--- config.mk ---
export PLATFORM = sky130hd
export DESIGN_NAME = booth_r4_seq_mul
export DESIGN_NICKNAME = d
export VERILOG_FILES = /design/src/rtl/booth_pkg.sv /design/src/rtl/booth_r4_digit.sv /design/src/rtl/booth_r4_seq_mul.sv
export SDC_FILE = /design/constraint.sdc
export NUM_CORES = 1
export LEC_CHECK = 0
export ABC_AREA = 1
export CORE_MARGIN = 8
export CORE_UTILIZATION = 40
export DETAILED_ROUTE_END_ITERATION = 10
export GPL_ROUTABILITY_DRIVEN = 0
export GPL_TIMING_DRIVEN = 0
export HOLD_SLACK_MARGIN = 0.05
export PLACE_DENSITY_LB_ADDON = 0.05
export SYNTH_ARGS = -nofsm -noshare
export SYNTH_HDL_FRONTEND = slang
export SYNTH_SLANG_ARGS = --single-unit
--- constraint.sdc ---
create_clock -name clk -period 13.88 [get_ports clk]
set_clock_uncertainty 0.15 [all_clocks]
set_input_delay 2.776 -clock clk [delete_from_list [all_inputs] [get_ports clk]]
set_output_delay 2.776 -clock clk [all_outputs]
set_load 0.02 [all_outputs]
--- src/rtl/booth_pkg.sv ---
// Shared sizing helpers, Booth digit select encoding and FSM state codes.
// Latency: n/a (constants and pure functions only).
// Backpressure: n/a.
package booth_pkg;

  // Multiplier width after extension: B_W+1 rounded up to an even count.
  function automatic int calc_bx_w(input int b_w);
    return (b_w + 1) + ((b_w + 1) % 2);
  endfunction

  // One radix-4 digit per pair of extended multiplier bits.
  function automatic int calc_ndig(input int b_w);
    return calc_bx_w(b_w) / 2;
  endfunction

  function automatic int calc_p_w(input int a_w, input int b_w);
    return a_w + b_w;
  endfunction

  // Bit positions inside the 3-bit digit select vector.
  localparam int SEL_ONE = 0;  // |d| == 1
  localparam int SEL_TWO = 1;  // |d| == 2
  localparam int SEL_NEG = 2;  // d < 0

  // Window {b[2k+1], b[2k], b[2k-1]} -> select vector. 111 and 000 give d=0.
  function automatic logic [2:0] booth_sel(input logic [2:0] win);
    logic [2:0] sel;
    sel          = '0;
    sel[SEL_ONE] = win[1] ^ win[0];
    sel[SEL_TWO] = (win == 3'b011) || (win == 3'b100);
    sel[SEL_NEG] = win[2] & ~(win[1] & win[0]);
    return sel;
  endfunction

  // FSM state codes.
  localparam logic [1:0] ST_IDLE = 2'd0;
  localparam logic [1:0] ST_RUN  = 2'd1;
  localparam logic [1:0] ST_DONE = 2'd2;

endpackage

--- src/rtl/booth_r4_digit.sv ---
// One radix-4 Booth digit: window + multiplicand -> one's-complement partial product and neg bit.
// Latency: combinational.
// Backpressure: none (pure function of its inputs).
module booth_r4_digit
  import booth_pkg::*;
#(
  parameter int A_W = 12
) (
  input  logic [2:0]   win_i,
  input  logic [A_W-1:0] a_i,
  output logic [A_W:0] pp_o,
  output logic         neg_o
);

  logic [2:0]   sel;
  logic [A_W:0] mag;

  // Select |d|*a on A_W+1 bits, then invert for negative digits; the +1 is added by the caller.
  always_comb begin
    sel = booth_sel(win_i);
    mag = '0;
    if (sel[SEL_ONE]) begin
      mag = {a_i[A_W-1], a_i};
    end else if (sel[SEL_TWO]) begin
      mag = {a_i, 1'b0};
    end
    pp_o  = sel[SEL_NEG] ? ~mag : mag;
    neg_o = sel[SEL_NEG];
  end

endmodule

--- src/rtl/booth_r4_seq_mul.sv ---
// Iterative radix-4 Booth multiplier, one digit per clock, optional OR-merged low columns.
// Latency: out_valid in the NDIG+1'th cycle counting the accept cycle; one result per NDIG+2 cycles.
// Backpressure: DONE holds product/out_valid until out_ready; in_valid is ignored while busy.
module booth_r4_seq_mul
  import booth_pkg::*;
#(
  parameter int A_W      = 12,
  parameter int B_W      = 8,
  parameter int APPROX_P = 4
) (
  input  logic               clk,
  input  logic               rst_n,
  input  logic               in_valid,
  output logic               in_ready,
  input  logic [A_W-1:0]     a,
  input  logic [B_W-1:0]     b,
  input  logic               b_signed,
  input  logic               approx_en,
  output logic               out_valid,
  input  logic               out_ready,
  output logic [A_W+B_W-1:0] product,
  output logic               busy
);

  localparam int BX_W = calc_bx_w(B_W);
  localparam int NDIG = calc_ndig(B_W);
  localparam int P_W  = calc_p_w(A_W, B_W);
  localparam int K_W  = $clog2(NDIG + 1);
  localparam logic [K_W-1:0] K_LAST  = K_W'(NDIG - 1);
  // Columns below APPROX_P are the approximate region; a zero APPROX_P leaves it empty.
  localparam logic [P_W-1:0] LO_MASK = ~({P_W{1'b1}} << APPROX_P);
  localparam logic [P_W-1:0] HI_MASK = ~LO_MASK;

  logic [1:0]      state_q, state_d;
  logic [K_W-1:0]  k_q, k_d;
  logic [A_W-1:0]  a_q, a_d;
  logic [BX_W-1:0] bx_q, bx_d;
  logic            approx_q, approx_d;
  logic [P_W-1:0]  acc_q, acc_d;
  logic [P_W-1:0]  prod_q, prod_d;

  logic [BX_W:0]   bxe;
  logic [K_W:0]    shamt;
  logic [2:0]      win;
  logic [A_W:0]    pp;
  logic signed [A_W:0] pp_s;
  logic            neg;
  logic [P_W-1:0]  ppw, negw, exact_sum, approx_sum, acc_step;

  // The appended zero is the implicit b[-1]; shamt is the digit weight 2k.
  assign bxe   = {bx_q, 1'b0};
  assign shamt = {k_q, 1'b0};
  assign win   = bxe[shamt +: 3];
  assign pp_s  = pp;

  booth_r4_digit #(.A_W(A_W)) u_digit (
    .win_i (win),
    .a_i   (a_q),
    .pp_o  (pp),
    .neg_o (neg)
  );

  // Weight the partial product by 2^(2k) and form both exact and approximate accumulations.
  always_comb begin
    ppw        = P_W'(pp_s) << shamt;
    negw       = {{(P_W-1){1'b0}}, neg} << shamt;
    exact_sum  = acc_q + ppw + negw;
    // Low columns are OR-merged; high columns add with no carry coming up from below.
    approx_sum = ((acc_q | ppw | negw) & LO_MASK)
               | (((acc_q & HI_MASK) + (ppw & HI_MASK) + (negw & HI_MASK)) & HI_MASK);
    acc_step   = approx_q ? approx_sum : exact_sum;
  end

  // Next-state: accept in IDLE, retire one digit per RUN cycle, hold in DONE until consumed.
  always_comb begin
    state_d  = state_q;
    k_d      = k_q;
    a_d      = a_q;
    bx_d     = bx_q;
    approx_d = approx_q;
    acc_d    = acc_q;
    prod_d   = prod_q;
    case (state_q)
      ST_IDLE: begin
        if (in_valid) begin
          a_d      = a;
          bx_d     = {{(BX_W-B_W){b_signed & b[B_W-1]}}, b};
          approx_d = approx_en;
          acc_d    = '0;
          k_d      = '0;
          state_d  = ST_RUN;
        end
      end
      ST_RUN: begin
        acc_d = acc_step;
        k_d   = k_q + K_W'(1);
        if (k_q == K_LAST) begin
          prod_d  = acc_step;
          k_d     = '0;
          state_d = ST_DONE;
        end
      end
      ST_DONE: begin
        if (out_ready) begin
          state_d = ST_IDLE;
        end
      end
      default: begin
        state_d = ST_IDLE;
      end
    endcase
  end

  // State registers; reset discards any transaction in flight.
  always_ff @(posedge clk or negedge rst_n) begin
    if (!rst_n) begin
      state_q  <= ST_IDLE;
      k_q      <= '0;
      a_q      <= '0;
      bx_q     <= '0;
      approx_q <= 1'b0;
      acc_q    <= '0;
      prod_q   <= '0;
    end else begin
      state_q  <= state_d;
      k_q      <= k_d;
      a_q      <= a_d;
      bx_q     <= bx_d;
      approx_q <= approx_d;
      acc_q    <= acc_d;
      prod_q   <= prod_d;
    end
  end

  assign in_ready  = (state_q == ST_IDLE);
  assign out_valid = (state_q == ST_DONE);
  assign busy      = (state_q != ST_IDLE);
  assign product   = prod_q;

endmodule

Fig. 1: run 1, M1 wires
Drawn at 4 px/µm.
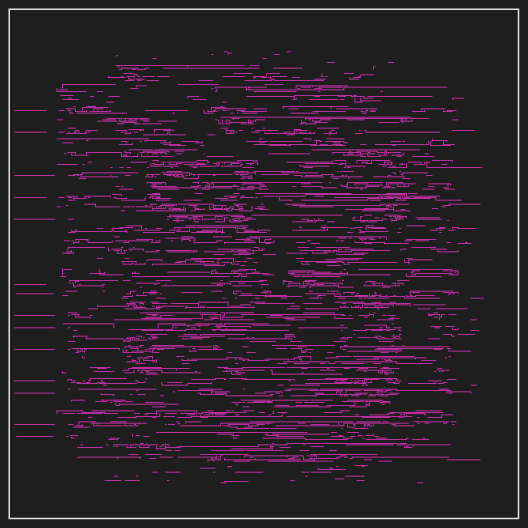
wire length on this layer: 6390 µm
share of all routed wire: 47%
main direction: horizontal

Fig. 2: run 1, congestion heat map
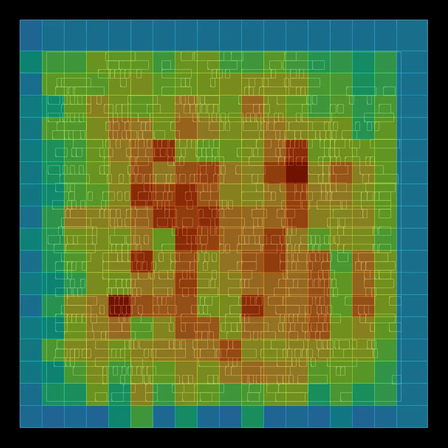
busiest grt layer: met2
GRT Overall Usage: 18.1%
Wirelength per Cell: 15.4 µm
met3 usage: 3.56%
fin util: 49.3%

==> flow_metrics.env, run 1 <==
# source this file to load flow results
export IMPL_drive_above_1_share_pct=5.14
export IMPL_ys_area_mm2=0.00492
export IMPL_period_needed_ns=6.04
export IMPL_slew_headroom_pct=39.1
export IMPL_min_path_type="flop to flop"
export IMPL_cts_root_buffer="clkbuf_16"
export IMPL_cp_required_ns=13.96
export IMPL_fp_coreArea_mm2=0.0120
export IMPL_finalHoldViolCount=0
export IMPL_synth_async_reset_ratio_pct=100
export IMPL_ctsHoldBuffers=0
export IMPL_fp_util_pct=41.0
export IMPL_fin_ws_ns=7.84
export IMPL_area_growth_pct=20.3
export IMPL_fin_nets=808
export IMPL_routed_wl_mm=13.7
export IMPL_cap_violations=0
export IMPL_synth_edff_count=0
export IMPL_synth_flops=67
export IMPL_status="complete, no violations"
export IMPL_dr_pass1_iters=4
export IMPL_max_freq_mhz=165
export IMPL_synth_cell_types=40
export IMPL_vias_per_cell=5.09
export IMPL_crit_buf_inv=5
export IMPL_chipArea_mm2=0.0161
export IMPL_clk_pin_slew_ns=0.06
export IMPL_tool_warnings=32
export IMPL_grt_max_degree=68
export IMPL_grt_pass1_wl_mm=23.1
export IMPL_ant_nets=0
export IMPL_grt_pass1_vias=4570
export IMPL_path_delay_family="simple AND/OR/NAND/NOR gates"
export IMPL_tns_ns=0
export IMPL_final_setup_viol_count=0
export IMPL_syn_avg_cell_area_um2=7.30
export IMPL_slew_violations=0
export IMPL_cts_setup_buffers=0
export IMPL_io_buffer_count=48
export IMPL_criticalPathCategory="flop to flop"
export IMPL_cpMostUsedCell="nand2_1"
export IMPL_cts_made_buffers=9
export IMPL_synth_top_area_share_pct=34.1
export IMPL_synth_stat_cells=674
export IMPL_critPathMaxFanout=10
export IMPL_vias=4517
export IMPL_synth_cell_area_mm2=0.00492
export IMPL_drc=0
export IMPL_largest_area_cell="dfrtp_1"
export IMPL_die_x_um=127
export IMPL_synth_warnings=0
export IMPL_cts_tree="done"
export IMPL_end_kind="flop"
export IMPL_drt_iter0_drc=228
export IMPL_io_pins=49
export IMPL_ctsHtreeMaxLevel=3
export IMPL_dp_hpwl_mm=10.6
export IMPL_worstMarginPinSlew_ns=0.910
export IMPL_post_route_period_util_pct=43.5
export IMPL_hold_ws_ns=0.326
export IMPL_synth_area_top_cells="dfrtp_1 34%, nand2_1 17%, ha_1 9.4%"
export IMPL_synth_cells=674
export IMPL_synth_seq_share_pct=34.1
export IMPL_critPathArrivalTime_ns=6.12
export IMPL_dp_slack_ns=7.85
export IMPL_fp_row_count=40
export IMPL_clk_latency_ns=0.35
export IMPL_cts_resized=0
export IMPL_max_stage_delay_ns=0.47
export IMPL_lay_top_count="nand2_1"
Fig. 3: run 1, a small window of the routed layout
Window x 19 to 44, y 83 to 108 µm. Cells in gray, sequential cells in the stronger gray; small squares are vias.
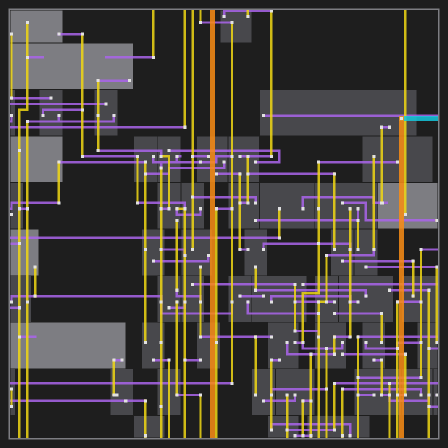
| color | layer |
|---|---|
| purple | met1 |
| yellow | met2 |
| orange | met4 |
| cyan | met3 |
cells with their middle in the window: 42
netlist names of flops here include: a_q (2)
most frequent: nand2_1 (20), o21ai_0 (5)
sequential cells in the window: 2

==> run 1: metal layers <==
layer	global-route usage, %	share of wire, %	up-vias
met1	22.5	47	2104
met4	6.37	1.5	0
li1	-	-	2319
met3	3.56	3.7	15
met5	0	0	-
met2	30.4	48	79
==> run 1: through the flow <==
step / instances / instance area, µm²
4_1_cts: 887 / 5920
6_report: 887 / 5920
3_5_place_dp: 871 / 5590
5_1_grt: 887 / 5920
3_3_place_gp: 871 / 5590
2_1_floorplan: 676 / 4930
==> run 1: final cells by class <==
type | instances | area, µm²
fillers | 1238 | 6090
multi-input cells | 516 | 2880
flip-flops and latches | 67 | 1680
repair buffers | 48 | 478
inverters | 68 | 255
clock buffers | 10 | 239
well taps | 147 | 184
plain buffers | 25 | 114
clock inverters | 6 | 88.8
==> run 1: cells by family (layout without fill, tap and decap cells) <==
| logic type | after synthesis | count (layout) | share of synthesized area, % |
|---|---|---|---|
| AND/OR/NAND/NOR | 317 | 317 | 26.5 |
| AND-OR/OR-AND | 127 | 127 | 14.4 |
| buffers and inverters | 93 | 157 | 7.50 |
| flip-flops | 67 | 67 | 34.1 |
| adder cells (fa/ha/maj) | 47 | 47 | 13.5 |
| XOR/XNOR | 21 | 21 | 3.74 |
| other | 1 | 3 | 0.0762 |
| multiplexers | 1 | 1 | 0.203 |
==> run 1: worst register-to-register path, delay by kind of cell, from the launching register on <==
| family | cells | cell delay (ns) |
|---|---|---|
| AND/OR/NAND/NOR | 22 | 2.18 |
| buffers and inverters | 5 | 1.09 |
| XOR/XNOR | 1 | 0.15 |
| AND-OR/OR-AND | 4 | 0.56 |
| adder cells (fa/ha/maj) | 4 | 1.33 |
| flip-flops | 1 | 0.47 |
==> run 1: final timing paths <==
check | start | to | slack [ns] | depth (start not counted)
setup / recovery | k_q[1]$_DFFE_PN0P_ | product[19]$_DFFE_PN0P_ | 7.84 | 36
hold / removal | product[14]$_DFFE_PN0P_ | product[14]$_DFFE_PN0P_ | 0.33 | 2
setup reg to reg | k_q[1]$_DFFE_PN0P_ | product[19]$_DFFE_PN0P_ | 7.84 | 36
hold reg to reg | product[14]$_DFFE_PN0P_ | product[14]$_DFFE_PN0P_ | 0.33 | 2
max in group asynchronous | rst_n | product[14]$_DFFE_PN0P_ | 10.60 | 1
min in group asynchronous | rst_n | acc_q[4]$_DFFE_PN0P_ | 2.39 | 1
==> run 1: cell usage after synthesis (3+ instances only) <==
cell      count
fa_1         10
nor2_1       28
o31ai_1       4
a21oi_1      17
o21ai_0      67
nand3_1      42
dfrtp_1      67
nand2_2       4
ha_1         37
a21o_1        4
xor2_1       17
inv_1        66
xnor2_1       4
nor3_1        4
clkbuf_1     20
o21ai_2       3
a31oi_1       6
or2_2         4
o21ai_1       9
nand2_1     227
o22ai_1      10
Fig. 4: run 1, cells colored by class
Drawn at 3 px/µm.
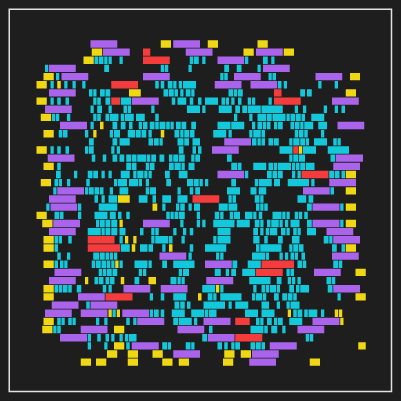

==> run 2: changes to the inputs <==
==> constraint.sdc (replaced) <==
create_clock -name clk -period 6.08 [get_ports clk]
set_clock_uncertainty 0.15 [all_clocks]
set_input_delay 1.216 -clock clk [delete_from_list [all_inputs] [get_ports clk]]
set_output_delay 1.216 -clock clk [all_outputs]
set_load 0.02 [all_outputs]
Fig. 5: run 2, cells colored by class
Drawn at 3 px/µm.
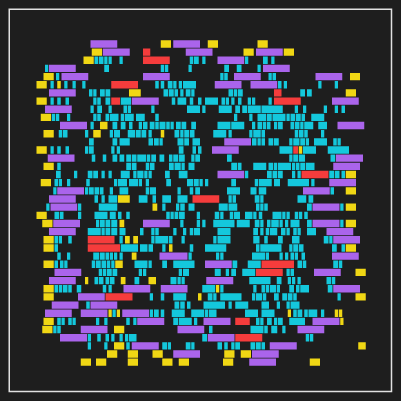
| color | class | cells |
|---|---|---|
| purple | flops | 67 |
| yellow | other buffers and delay cells | 73 |
| red | clock drivers and dummy loads | 16 |
| cyan | all other logic | 584 |
core box area: 0.0120 mm²
Seq area share: 28.2%
finished layout cell area: 0.00595 mm²

Fig. 6: run 2, congestion heat map
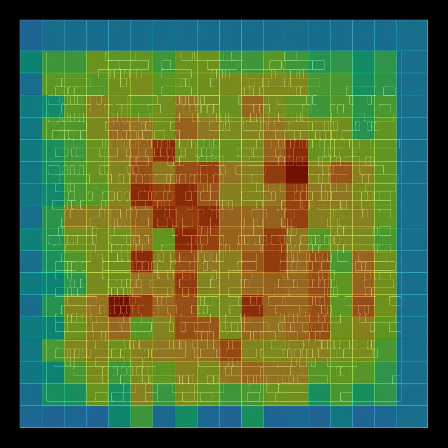
Wirelength per Cell: 15.4 µm
M1 GR Usage: 22.5%
met2 usage: 30.4%

==> flow_metrics.env, run 2 <==
# source this file to load flow results
export IMPL_cts_tree="done"
export IMPL_fin_nets=808
export IMPL_synth_cell_area_mm2=0.00492
export IMPL_synth_async_reset_ratio_pct=100
export IMPL_cts_made_buffers=9
export IMPL_drive_above_1_share_pct=6.76
export IMPL_cap_violations=0
export IMPL_ctsHtreeMaxLevel=3
export IMPL_synth_stat_cells=674
export IMPL_end_kind="flop"
export IMPL_post_route_period_util_pct=91.1
export IMPL_vias_per_cell=5.11
export IMPL_die_x_um=127
export IMPL_fp_row_count=40
export IMPL_final_cells=887
export IMPL_timing_rr_start="k_q[0]$_DFFE_PN0P_"
export IMPL_io_pins=49
export IMPL_synth_cell_types=40
export IMPL_chipArea_mm2=0.0161
export IMPL_cts_resized=0
export IMPL_ctsHoldBuffers=0
export IMPL_slew_violations=0
export IMPL_worstMarginPinSlew_ns=0.935
export IMPL_ys_area_mm2=0.00492
export IMPL_min_path_type="flop to flop"
export IMPL_grt_pass1_vias=4570
export IMPL_tns_ns=0
export IMPL_max_stage_delay_ns=0.44
export IMPL_grt_pass1_wl_mm=23.1
export IMPL_synth_flops=67
export IMPL_vias=4530
export IMPL_startpoint="k_q[0]$_DFFE_PN0P_"
export IMPL_min_from="product[14]$_DFFE_PN0P_"
export IMPL_cpMostUsedCell="nand2_1"
export IMPL_clk_pin_slew_ns=0.06
export IMPL_period_needed_ns=5.54
export IMPL_placedCellCount=871
export IMPL_synth_area_top_cells="dfrtp_1 34%, nand2_1 17%, ha_1 9.4%"
export IMPL_dr_pass1_iters=4
export IMPL_fp_util_pct=41.0
export IMPL_tool_warnings=32
export IMPL_cp_required_ns=6.16
export IMPL_path_delay_family="simple AND/OR/NAND/NOR gates"
export IMPL_final_setup_viol_count=0
export IMPL_synth_seq_share_pct=34.1
export IMPL_synth_warnings=0
export IMPL_status="complete, no violations"
export IMPL_grt_max_degree=68
export IMPL_critPathMaxFanout=10
export IMPL_crit_buf_inv=5
export IMPL_cts_root_buffer="clkbuf_16"
export IMPL_drt_iter0_drc=257
export IMPL_largest_area_cell="dfrtp_1"
export IMPL_io_buffer_count=48
export IMPL_ant_nets=0
export IMPL_synthTopCellsByCount="227 x nand2_1, 67 x dfrtp_1, 67 x o21ai_0, 66 x inv_1, 42 x nand3_1"
export IMPL_finalHoldViolCount=0
Fig. 7: run 2, a small window of the routed layout
Window x 19 to 44, y 83 to 108 µm. Cells in gray, sequential cells in the stronger gray; small squares are vias.
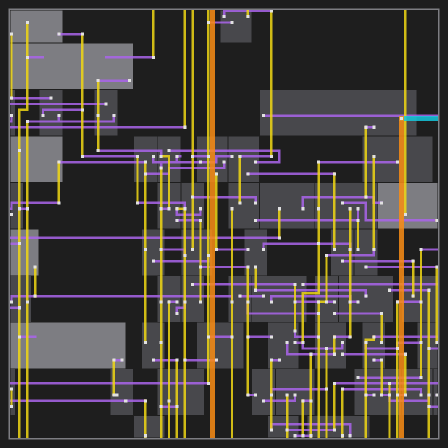
| color | layer |
|---|---|
| cyan | met3 |
| orange | met4 |
| yellow | met2 |
| purple | met1 |
netlist names of flops here include: a_q (2)
cells with their middle in the window: 42
most frequent: nand2_1 (20), o21ai_0 (5)
sequential cells in the window: 2

[run 2: cell counts after synthesis]
Identical to the previous run, type by type.
[run 2: worst paths after layout]
path	endpoint	slack (ns)	cells after the start
worst min register to register	product[14]$_DFFE_PN0P_	0.33	2
worst max register to register	product[19]$_DFFE_PN0P_	0.54	35
max in group asynchronous	k_q[1]$_DFFE_PN0P_	4.33	1
worst max-delay path	product[19]$_DFFE_PN0P_	0.54	35
worst min-delay path	product[14]$_DFFE_PN0P_	0.33	2
min in group asynchronous	acc_q[4]$_DFFE_PN0P_	0.83	1
[run 2: logic make-up (layout without fill, tap and decap cells)]
family | Yosys count | in the layout | synth area share (%)
xor+xnor | 21 | 21 | 3.74
fa+ha+maj | 47 | 47 | 13.5
buf+inv | 93 | 157 | 7.50
compound gates | 127 | 127 | 14.4
mux | 1 | 1 | 0.203
other cells | 1 | 3 | 0.0762
flops | 67 | 67 | 34.1
simple gates | 317 | 317 | 26.5
[run 2: metal layers]
layer	vias to the layer above	global-route usage [%]	part of all wire, %
met5	-	0	0
li1	2321	-	-
met1	2113	22.5	46
met4	0	6.37	1.8
met3	18	3.56	4.2
met2	78	30.4	48
[run 2: through the flow]
step | hold slack, ns | setup WS (ns) | cell area (µm²) | utilization [%]
after CTS | 0.335 | 0.0219 | 5920 | 49.3
final | 0.326 | 0.538 | 5950 | 49.5
after global routing | 0.355 | 0.0145 | 5950 | 49.5
after floorplan | 0.294 | 1.08 | 4930 | -
after detailed placement | 0.319 | 0.0469 | 5590 | 46.5
after global placement | 0.315 | 0.113 | 5590 | 46.6
[run 2: area by class of cell]
class	instances	area (µm²)
tap	147	184
buffer	25	131
multi-input combinational	516	2900
fill	1230	6060
inverter	68	255
clock buffer	10	239
sequential	67	1680
clock inverter	6	88.8
timing repair buffer	48	478
[run 2: worst min-delay path, cell delays in order (launching register included)]
cell,delay [ns]
dfrtp_1,0.34
nand2_1,0.05
nand2_1,0.05
Fig. 8: run 2, cells by drive strength
Drawn at 3 px/µm.
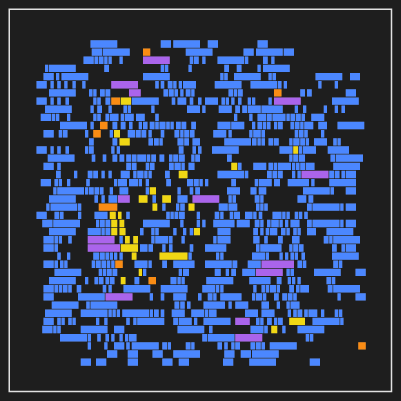

==> run 3: changes to the inputs <==
--- a/config.mk
+++ b/config.mk
@@ -7,9 +7,8 @@
 export LEC_CHECK = 0
 export ABC_AREA = 1
 export CORE_MARGIN = 8
-export CORE_UTILIZATION = 40
+export CORE_UTILIZATION = 30
 export DETAILED_ROUTE_END_ITERATION = 10
-export GPL_ROUTABILITY_DRIVEN = 0
 export GPL_TIMING_DRIVEN = 0
 export HOLD_SLACK_MARGIN = 0.05
 export PLACE_DENSITY_LB_ADDON = 0.05
Fig. 9: run 3, cells by drive strength
Drawn at 2 px/µm.
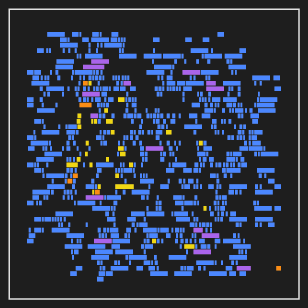
| color | size | cells | share |
|---|---|---|---|
| orange | drive 3 to 4 | 6 | 0.81% |
| blue | drive 1 or less | 691 | 93% |
| purple | drive 6 and up | 15 | 2.0% |
| yellow | drive 2 | 28 | 3.8% |

Fig. 10: run 3, cells colored by class
Drawn at 2 px/µm.
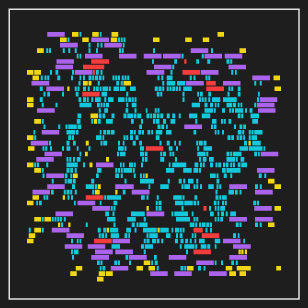
| color | class | cells |
|---|---|---|
| cyan | all other logic | 584 |
| yellow | other buffers and delay cells | 74 |
| red | clock drivers and dummy loads | 15 |
| purple | flops | 67 |
core box area: 0.0163 mm²
finished layout cell area: 0.00603 mm²

==> flow_metrics.env, run 3 <==
# source this file to load flow results
export IMPL_cts_sinks=67
export IMPL_rsz0062_at_grt="false"
export IMPL_routed_top_layer="met4"
export IMPL_max_stage_delay_ns=0.44
export IMPL_timing_rr_start="k_q[0]$_DFFE_PN0P_"
export IMPL_end_kind="flop"
export IMPL_ys_area_mm2=0.00492
export IMPL_vias_per_cell=4.77
export IMPL_drc=0
export IMPL_clk_pin_slew_ns=0.06
export IMPL_flop_area_mm2=0.00168
export IMPL_diodes=0
export IMPL_cap_violations=0
export IMPL_antenna_found_initial=0
export IMPL_critPathMaxFanout=10
export IMPL_cpMostUsedCell="nand2_1"
export IMPL_synthTopCellsByCount="227 x nand2_1, 67 x dfrtp_1, 67 x o21ai_0, 66 x inv_1, 42 x nand3_1"
export IMPL_io_buffer_count=48
export IMPL_io_pins=49
export IMPL_die_x_um=144
export IMPL_grt_pass1_wl_mm=24.7
export IMPL_dr_pass1_iters=5
export IMPL_critPathSlowestCell="fa_1"
export IMPL_critPathArrivalTime_ns=5.64
export IMPL_chipArea_mm2=0.0208
export IMPL_area_growth_pct=22.5
export IMPL_cp_required_ns=6.16
export IMPL_ctsHoldBuffers=0
export IMPL_synth_flops=67
export IMPL_slew_violations=0
export IMPL_fp_util_pct=30.2
export IMPL_clk_latency_ns=0.34
export IMPL_synth_cell_area_mm2=0.00492
export IMPL_ant_nets=0
export IMPL_fin_nets=809
export IMPL_m1WireLength_mm=7.07
export IMPL_synth_seq_share_pct=34.1
export IMPL_synth_warnings=0
export IMPL_tool_warnings=32
export IMPL_criticalPathCategory="flop to flop"
export IMPL_wl_met3_um=500
export IMPL_period_needed_ns=5.56
export IMPL_synth_edff_count=0
export IMPL_drt_iter0_drc=223
export IMPL_avgRoutedWirePerCell_um=15.5
export IMPL_final_setup_viol_count=0
export IMPL_finalHoldViolCount=0
export IMPL_fp_row_count=47
export IMPL_largest_area_cell="dfrtp_1"
export IMPL_fill_cells=1751
export IMPL_min_path_type="flop to flop"
export IMPL_routed_wl_mm=14.9
export IMPL_worstMarginPinSlew_ns=0.828
export IMPL_ctsHtreeMaxLevel=3
export IMPL_vias=4581
export IMPL_grt_use_total_pct=15.6
export IMPL_startpoint="k_q[0]$_DFFE_PN0P_"
export IMPL_met2_length_mm=7.14
export IMPL_post_route_period_util_pct=91.4
export IMPL_tns_ns=0
export IMPL_cts_tree="done"
export IMPL_dp_hpwl_mm=12.0
export IMPL_start_kind="flop"
export IMPL_synth_area_top_cells="dfrtp_1 34%, nand2_1 17%, ha_1 9.4%"
export IMPL_max_freq_mhz=180
export IMPL_gp_congestion=0.858
export IMPL_cts_made_buffers=9
export IMPL_grt_pass1_vias=4694
export IMPL_drive_above_1_share_pct=6.62
export IMPL_synthFlopType="dfrtp_1"
export IMPL_cts_root_buffer="clkbuf_16"
export IMPL_synth_async_reset_ratio_pct=100
export IMPL_logic_area_mm2=0.00290
export IMPL_grt_max_degree=38
export IMPL_synth_stat_cells=674
export IMPL_min_from="bx_q[4]$_DFFE_PN0P_"
export IMPL_dpl_cell_area_mm2=0.00570
export IMPL_synth_cell_types=40
export IMPL_status="complete, no violations"
Fig. 11: run 3, M1 wires
Drawn at 3 px/µm.
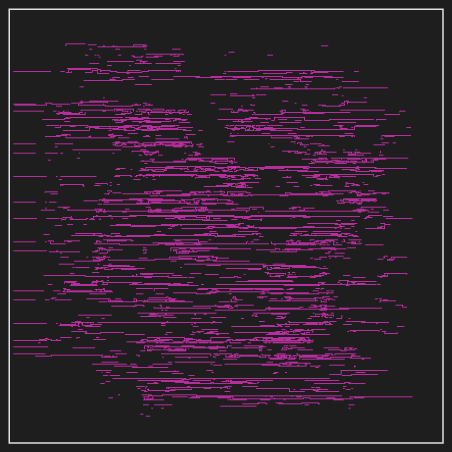
share of all routed wire: 47%
nets with wire on the layer: 750
wire length on this layer: 7070 µm
longest straight run: 51.2 µm

[run 3: cells by family after synthesis]
logic type	after synthesis	synth area share [%]
compound gates	127	14.4
other cells	1	0.0762
xor+xnor	21	3.74
mux	1	0.203
fa+ha+maj	47	13.5
flops	67	34.1
buf+inv	93	7.50
simple gates	317	26.5
[run 3: path summary, 6_finish.rpt]
path                                         endpoint  slack [ns]  depth (start not counted)
min in group asynchronous       acc_q[10]$_DFFE_PN0P_        0.66                          1
max in group asynchronous          k_q[1]$_DFFE_PN0P_        4.55                          2
worst min-delay path              bx_q[4]$_DFFE_PN0P_        0.33                          2
worst max register to register  acc_q[19]$_DFFE_PN0P_        0.52                         36
worst min register to register    bx_q[4]$_DFFE_PN0P_        0.33                          2
worst max-delay path            acc_q[19]$_DFFE_PN0P_        0.52                         36
[run 3: layout make-up]
type / count / area share (%)
tap: 220 / 4.57
clock buffer: 13 / 4.32
sequential: 67 / 27.8
clock inverter: 2 / 0.581
timing repair buffer: 50 / 8.38
multi-input combinational: 516 / 48.0
inverter: 68 / 4.30
buffer: 24 / 2.01
[run 3: repair_timing]
action                                  4_1_cts  5_1_grt
gates resized                                 0       23
cloned                                        0        0
buffers inserted                              0        1
pin swaps                                     0        1
endpoints found under the setup margin        2       12
[run 3: through the flow]
step / worst slack (ns) / hold slack [ns] / utilization [%] / cells
global route: 0.00450 / 0.356 / 37.0 / 960
detailed placement: 0.00525 / 0.318 / 35.0 / 945
floorplan: 1.08 / 0.294 / - / 676
CTS: 0.0827 / 0.332 / 36.8 / 959
global placement: 0.0110 / 0.316 / 34.9 / 944
finish: 0.520 / 0.326 / 37.0 / 960
[run 3: routing by layer]
layer,track usage (%),vias to the layer above
met5,0,-
met4,4.93,0
met3,2.81,14
met2,26.4,65
met1,19.8,2187
li1,-,2315
[run 3: critical path, delay by kind of cell, from the launching register on]
kind            cells  cell delay, ns
buf+inv             6            0.86
xor+xnor            1            0.16
flops               1            0.40
simple gates       23            2.22
fa+ha+maj           4            1.30
compound gates      2            0.30
